<file path="src/rtl/prbs_check_pkg.sv">
// prbs_pkg: shared PRBS31 state enum, tap positions and next-bit function
package prbs_pkg;
  typedef enum logic [1:0] {FILL, VERIFY, LOCKED} state_t;
  localparam int PRBS_W = 31;
  localparam int TAP_A = 30;
  localparam int TAP_B = 27;
  function automatic logic prbs31_next(input logic [PRBS_W-1:0] sr);
    return sr[TAP_A] ^ sr[TAP_B];
  endfunction
endpackage

</file>
<file path="src/rtl/prbs_check_if.sv">
// prbs_check_if: receive bit stream in, lock status and BER counters out
interface prbs_check_if #(parameter int CNT_W = 32);
  logic bit_in;
  logic valid_in;
  logic clear_cnt;
  logic locked;
  logic err_pulse;
  logic [CNT_W-1:0] err_count;
  logic [CNT_W-1:0] bit_count;
  modport master(output bit_in, valid_in, clear_cnt, input locked, err_pulse, err_count, bit_count);
  modport slave(input bit_in, valid_in, clear_cnt, output locked, err_pulse, err_count, bit_count);
endinterface

</file>
<file path="src/rtl/prbs_check_sat_counter.sv">
// sat_counter: saturating up-counter, clr beats inc
module sat_counter #(parameter int WIDTH = 32) (
  input logic clk,
  input logic rst_n,
  input logic inc,
  input logic clr,
  output logic [WIDTH-1:0] count
);
  always_ff @(posedge clk) begin
    if (!rst_n || clr) count <= '0;
    else if (inc && count != '1) count <= count + WIDTH'(1);
  end
endmodule

</file>
<file path="src/rtl/prbs_check.sv">
// prbs_check: self-synchronising PRBS31 checker with windowed loss-of-lock and BER counters
module prbs_check import prbs_pkg::*; #(
  parameter int LOCK_COUNT = 64,
  parameter int ERR_WINDOW = 256,
  parameter int ERR_THRESH = 8,
  parameter int CNT_W = 32
) (
  input logic clk,
  input logic rst_n,
  prbs_check_if.slave bus
);
  localparam int MW = $clog2(LOCK_COUNT);
  localparam int WW = $clog2(ERR_WINDOW);
  localparam int EW = $clog2(ERR_THRESH + 1);
  localparam int FW = $clog2(PRBS_W);
  state_t state;
  logic [PRBS_W-1:0] sr;
  logic [FW-1:0] fill_cnt;
  logic [MW-1:0] match_cnt;
  logic [WW-1:0] win_cnt;
  logic [EW-1:0] win_err;
  logic pred, mis, run, hit, lose;
  always_comb begin
    pred = prbs31_next(sr);
    mis = bus.bit_in ^ pred;
    run = bus.valid_in && state == LOCKED;
    hit = run && mis;
    lose = hit && win_err == EW'(ERR_THRESH - 1);
  end
  // once locked the register free-runs on its own prediction, so a line error is seen exactly once
  always_ff @(posedge clk) begin
    if (!rst_n) begin
      state <= FILL;
      sr <= '0;
      fill_cnt <= '0;
      match_cnt <= '0;
      win_cnt <= '0;
      win_err <= '0;
      bus.locked <= 1'b0;
      bus.err_pulse <= 1'b0;
    end else begin
      bus.err_pulse <= hit;
      if (bus.valid_in)
        case (state)
          FILL: begin
            sr <= {sr[PRBS_W-2:0], bus.bit_in};
            fill_cnt <= fill_cnt + FW'(1);
            if (fill_cnt == FW'(PRBS_W - 1)) begin
              state <= VERIFY;
              match_cnt <= '0;
            end
          end
          VERIFY: begin
            sr <= {sr[PRBS_W-2:0], bus.bit_in};
            if (mis || sr == '0) match_cnt <= '0;
            else if (match_cnt == MW'(LOCK_COUNT - 1)) begin
              state <= LOCKED;
              bus.locked <= 1'b1;
              win_cnt <= '0;
              win_err <= '0;
            end else match_cnt <= match_cnt + MW'(1);
          end
          default: begin
            sr <= {sr[PRBS_W-2:0], pred};
            if (lose) begin
              state <= FILL;
              fill_cnt <= '0;
              bus.locked <= 1'b0;
            end else if (win_cnt == WW'(ERR_WINDOW - 1)) begin
              win_cnt <= '0;
              win_err <= '0;
            end else begin
              win_cnt <= win_cnt + WW'(1);
              win_err <= win_err + EW'(mis);
            end
          end
        endcase
    end
  end
  sat_counter #(.WIDTH(CNT_W)) u_err (.clk(clk), .rst_n(rst_n), .inc(hit), .clr(bus.clear_cnt), .count(bus.err_count));
  sat_counter #(.WIDTH(CNT_W)) u_bit (.clk(clk), .rst_n(rst_n), .inc(run), .clr(bus.clear_cnt), .count(bus.bit_count));
endmodule
</file>
<file path="src/flat_wrapper.sv">
// flat-port wrapper written by rule: the top's interface ports become plain ports
module prbs_check_flat import prbs_pkg::*;
#(
  parameter int LOCK_COUNT = 64,
  parameter int ERR_WINDOW = 256,
  parameter int ERR_THRESH = 8,
  parameter int CNT_W = 32
)
  (clk, rst_n, bus_bit_in, bus_valid_in, bus_clear_cnt, bus_locked, bus_err_pulse, bus_err_count, bus_bit_count);
  prbs_check_if #(.CNT_W(CNT_W)) bus_i ();
  input logic clk;
  input logic rst_n;
  input wire logic [$bits(bus_i.bit_in)-1:0] bus_bit_in;
  input wire logic [$bits(bus_i.valid_in)-1:0] bus_valid_in;
  input wire logic [$bits(bus_i.clear_cnt)-1:0] bus_clear_cnt;
  output wire logic [$bits(bus_i.locked)-1:0] bus_locked;
  output wire logic [$bits(bus_i.err_pulse)-1:0] bus_err_pulse;
  output wire logic [$bits(bus_i.err_count)-1:0] bus_err_count;
  output wire logic [$bits(bus_i.bit_count)-1:0] bus_bit_count;
  assign bus_i.bit_in = bus_bit_in;
  assign bus_i.valid_in = bus_valid_in;
  assign bus_i.clear_cnt = bus_clear_cnt;
  assign bus_locked = bus_i.locked;
  assign bus_err_pulse = bus_i.err_pulse;
  assign bus_err_count = bus_i.err_count;
  assign bus_bit_count = bus_i.bit_count;
  prbs_check #(.LOCK_COUNT(LOCK_COUNT), .ERR_WINDOW(ERR_WINDOW), .ERR_THRESH(ERR_THRESH), .CNT_W(CNT_W)) u_core (.clk(clk), .rst_n(rst_n), .bus(bus_i));
endmodule
</file>
<file path="config.mk">
export PLATFORM = sky130hd
export DESIGN_NAME = prbs_check_flat
export DESIGN_NICKNAME = d
export VERILOG_FILES = /design/src/rtl/prbs_check_pkg.sv /design/src/rtl/prbs_check_if.sv /design/src/rtl/prbs_check_sat_counter.sv /design/src/rtl/prbs_check.sv /design/src/flat_wrapper.sv
export SDC_FILE = /design/constraint.sdc
export NUM_CORES = 1
export LEC_CHECK = 0
export CORE_ASPECT_RATIO = 2
export CORE_MARGIN = 5
export CORE_UTILIZATION = 56
export CTS_CLUSTER_SIZE = 30
export DETAILED_ROUTE_END_ITERATION = 10
export GPL_TIMING_DRIVEN = 0
export PLACE_DENSITY = 0.8
export SKIP_LAST_GASP = 1
export SYNTH_ARGS = -nofsm -noshare
export SYNTH_HDL_FRONTEND = slang
export SYNTH_SLANG_ARGS = --single-unit
</file>
<file path="constraint.sdc">
create_clock -name clk -period 2.6 [get_ports clk]
set_input_delay 0.52 -clock clk [delete_from_list [all_inputs] [get_ports clk]]
set_output_delay 0.52 -clock clk [all_outputs]
set_load 0.02 [all_outputs]
</file>
A small window of the routed layout:
Bar = 10 um. Region (21, 26) to (61, 66) um. Cells in gray, sequential cells in the stronger gray; small squares are vias.
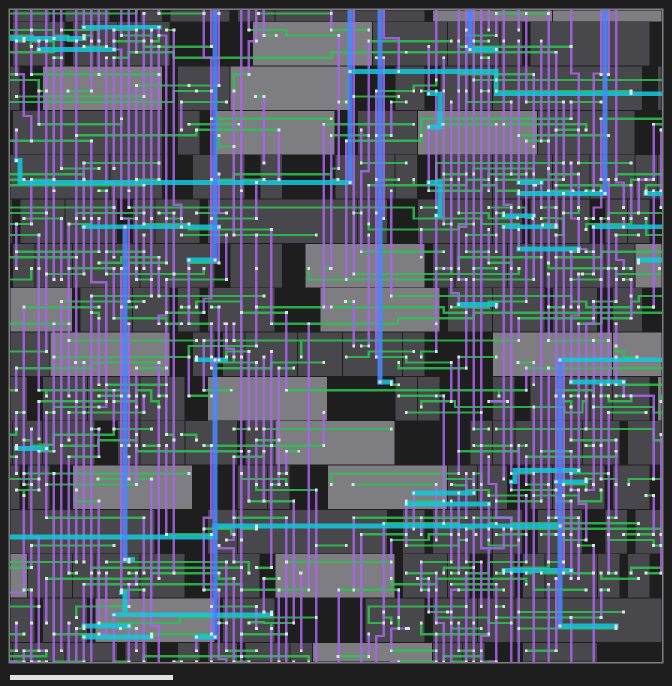
[cyan] met3
[blue] met4
[green] met1
[purple] met2
most frequent: dfxtp_1 (16), nand2_1 (15), nor2_1 (13)
netlist names of flops here include: u_core.u_err.count (11), u_core.win_err (3)
sequential cells in the window: 16
cells with their middle in the window: 137

Drive-strength map:
Bar = 20 um.
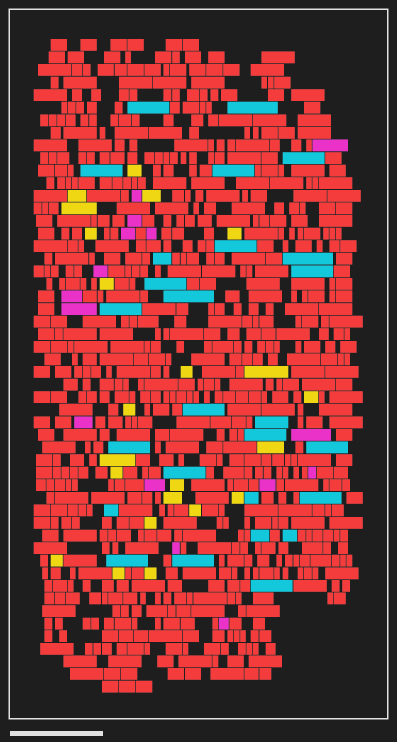
[cyan] drive 6 and up | cells: 26 | share: 3.4%
[red] drive 1 or less | cells: 708 | share: 92%
[magenta] drive 2 | cells: 15 | share: 1.9%
[yellow] drive 3 to 4 | cells: 22 | share: 2.9%

==> Changelog: implementation <==
### Metrics

- R2R depth: 6
- Worst Hold End: u_core.bus.locked
- Worst path cell trace: clkdlybuf4s50_1 -> and3b_2 -> nand3_1 -> or4_4 -> buf_6 -> or4_1 -> a21oi_1
- N_diodes: 0
- Total congestion overflow: 0
- Hold Path Depth: 2
- Aoi/oai-family share of the synthesized area: 0.173
- Ports: just over 70
- Synth cell count leaders: dfxtp_1, nor2_1, a21oi_1
- FF-to-FF setup slack: roughly 0.13 ns
- FF+latch count, synth: about 120
- Yosys Chip Area: around 5700 um^2
- DIE WIDTH: ~82 um
- Number of routed nets with antenna violations: 0
- Switching Power: approximately 0.001 W
- Core Util, Final: 0.726
- Commonest flop: dfxtp_1
- Hold WC Path Type: reg -> reg
- Clk pwr share: 0.553
- Adder-Cell Fraction of Synth Area: 0.0175
- Fin nets: around 770
- Max Freq: ~0.4 GHz
- RSZ-0062 raised after global routing: no
- CP Capture Type: register
- MUX share of area: 0.0611
- Drt initial violations: 368
- Cell-internal power: between 0.003 and 0.004 W
- Root Driver: clkbuf_16
- Max Slew Vio Count: 0
- CTS clock-pin slew for the worst setup and hold paths: roughly 0.060 ns
- Synth top cell by count: dfxtp_1
- Switching Share: 0.227
- Hold Slack: between 0.4 and 0.5 ns
- CTS tree: done
- Comb power frac: 0.024
- Synth top area cells: dfxtp_1, mux2i_1, nor2_1
- Log Warnings: 27
- CP Launch Type: primary input
- Endpoints failing setup: 0
- Die Ht: roughly 150 um
- Layout area overhead: 27.7%
- Vias per cell: 6.24
- CTS buffer count: 17
- Drt pass-1 iters: 5
- # H-tree levels: 4
- Crit path DRT: 2.95 ns
- Async SR Flop Fraction: 0
- CP Max Fanout: 10
- Tot GR Track Use: 0.251
- Avg WL per Cell: around 17 um
- Fp_density: 0.568
- Logic family by area: simple AND/OR/NAND/NOR gates
- Status: finished, final reports clean
- Yosys top cell by area: dfxtp_1
- Hold Path Origin: u_core.bus.locked
- Syn Inst Count: about 660
- Longest Clk Path Bufs: 2
- DP HPWL: between 10,000 and 15,000 um
- Post-synth cell types: a little under 60
- Num rows: ~52
- XOR Share, Synth: 0.0330
- Vias in the first global route: 5,480
- Leak Pwr: roughly 2.5 nW
- Count of library flops with an enable pin: 0
- First-pass GRT wire length: about 25,000 um
- Share of cells above drive strength 1: 0.0817
- Mean post-synth cell area: 8.63 um^2
- Num Clock Sinks: around 120
- Reg2reg end: u_core.u_bit.count[26]
- Yosys Instances: about 660
- Rel. slew slack: 0.454
- Crit Path Category: in -> reg
- Total routed wirelength: approximately 15,000 um
- Fin Clk Skew: ~0.0073 ns
- Minimum clock period: approximately 2.5 ns
- GPL Wtd Cong: 0.829
- Syn nets: 677
- RR Startpoint: u_core.u_bit.count[4]
- Seq share, synth: 0.426
- PortBufs: between 60 and 70
- Simple Share, Synth: 0.261
- Clock Latency Late Sink: about 0.42 ns
- Maximum VDD drop: 0.505 mV
- Synth Cell Area: around 5700 um^2
- Core area: between 10,000 and 15,000 um^2
- Pin count of the biggest net entering global routing: 17
- Initial antenna violation count: 0
- Tcrit/Tclk final: 0.966
- Critical Path AT: between 2 and 3 ns
- PD cells: a little over 600 nW/um^2
- Flop pwr share: 0.423
- Slowest-stage cell, CP: clkdlybuf4s50_1
-- how the worst max path moves through the flow --
| stage | startpoint | end | slack (ns) | depth (start not counted) |
|---|---|---|---|---|
| 2_1_floorplan | u_core.u_bit.count[3] | u_core.u_bit.count[28] | 0.18 | 6 |
| 3_3_place_gp | bus_bit_in | u_core.win_err[3] | -0.48 | 7 |
| 3_5_place_dp | bus_bit_in | u_core.win_cnt[7] | -0.51 | 7 |
| 4_1_cts | bus_valid_in | u_core.u_bit.count[28] | 0.03 | 7 |
| 5_1_grt | bus_valid_in | u_core.u_bit.count[26] | 0.02 | 7 |
| 6_report | bus_valid_in | u_core.u_bit.count[26] | 0.09 | 7 |
-- layout by cell type (no fill, tap or decap), types with 11 or more instances in the layout --
master | Yosys | final
nand3_1 | 32 | 32
o21ai_0 | 37 | 37
dfxtp_1 | 122 | 120
a21oi_1 | 51 | 51
or4_1 | 11 | 11
nor4_1 | 13 | 13
or3_1 | 26 | 26
clkbuf_16 | 0 | 17
nand2_1 | 46 | 46
inv_1 | 11 | 11
nor2_1 | 80 | 80
o31ai_1 | 12 | 12
nor3_1 | 11 | 11
nand4_1 | 20 | 20
xnor2_1 | 15 | 15
clkdlybuf4s50_1 | 0 | 69
mux2i_1 | 35 | 35
clkbuf_1 | 22 | 20
-- metrics by stage --
stage	instances	TNS [ns]	setup WS [ns]	total power, W	cell area [um^2]
final	906	0	0.0893	0.00444	7320
after detailed placement	868	-12.40	-0.512	0.00202	6590
after global routing	906	0	0.0202	0.00456	7320
after floorplan	664	0	0.180	0.00199	5730
after CTS	902	0	0.0265	0.00445	7230
after global placement	868	-10.97	-0.479	0.00202	6590
-- state kept, by name, indices dropped and copies added (netlist names) --
name	flops
u_core.u_bit.count	32
u_core.u_err.count	32
u_core.sr	31
u_core.win_cnt	8
u_core.match_cnt	6
u_core.fill_cnt	5
u_core.win_err	4
u_core.state	2
u_core.bus.err_pulse	1
u_core.bus.locked	1
-- cell type report --
cell class	count	area, um^2
Clock inverter	15	191
Clock buffer	17	425
Buffer	26	110
Fill cell	742	2770
Multi-Input combinational cell	502	3170
Timing Repair Buffer	77	763
Sequential cell	122	2440
Inverter	12	45.0
Tap cell	135	169
-- power groups by stage --
| stage | Combinational (W) | Sequential [W] | Clock, W |
|---|---|---|---|
| detailed placement | 0.000104 | 0.00192 | 0 |
| floorplan | 0.0000716 | 0.00192 | 0 |
| finish | 0.000106 | 0.00188 | 0.00245 |
| global placement | 0.000103 | 0.00192 | 0 |
| global route | 0.000115 | 0.00188 | 0.00257 |
| CTS | 0.000106 | 0.00188 | 0.00246 |
-- worst max-delay path: cells and delay by family --
kind            cells  cell delay, ns
buf+inv             2            0.77
simple gates        4            1.42
compound gates      1            0.14
-- timing repair --
action,CTS,global route
pin swaps,1,4
setup buffers,2,6
endpoints found under the setup margin,9,47
hold buffers,0,0
resized,1,8
-- per-layer routing --
layer | vias up | wire [um] | GRT usage
li1 | 2675 | - | -
met1 | 2747 | 5750 | 0.250
met2 | 191 | 8570 | 0.459
met3 | 40 | 650 | 0.0683
met4 | 0 | 472 | 0.116
met5 | - | 0 | 0
Power and IR drop assume default switching activity.
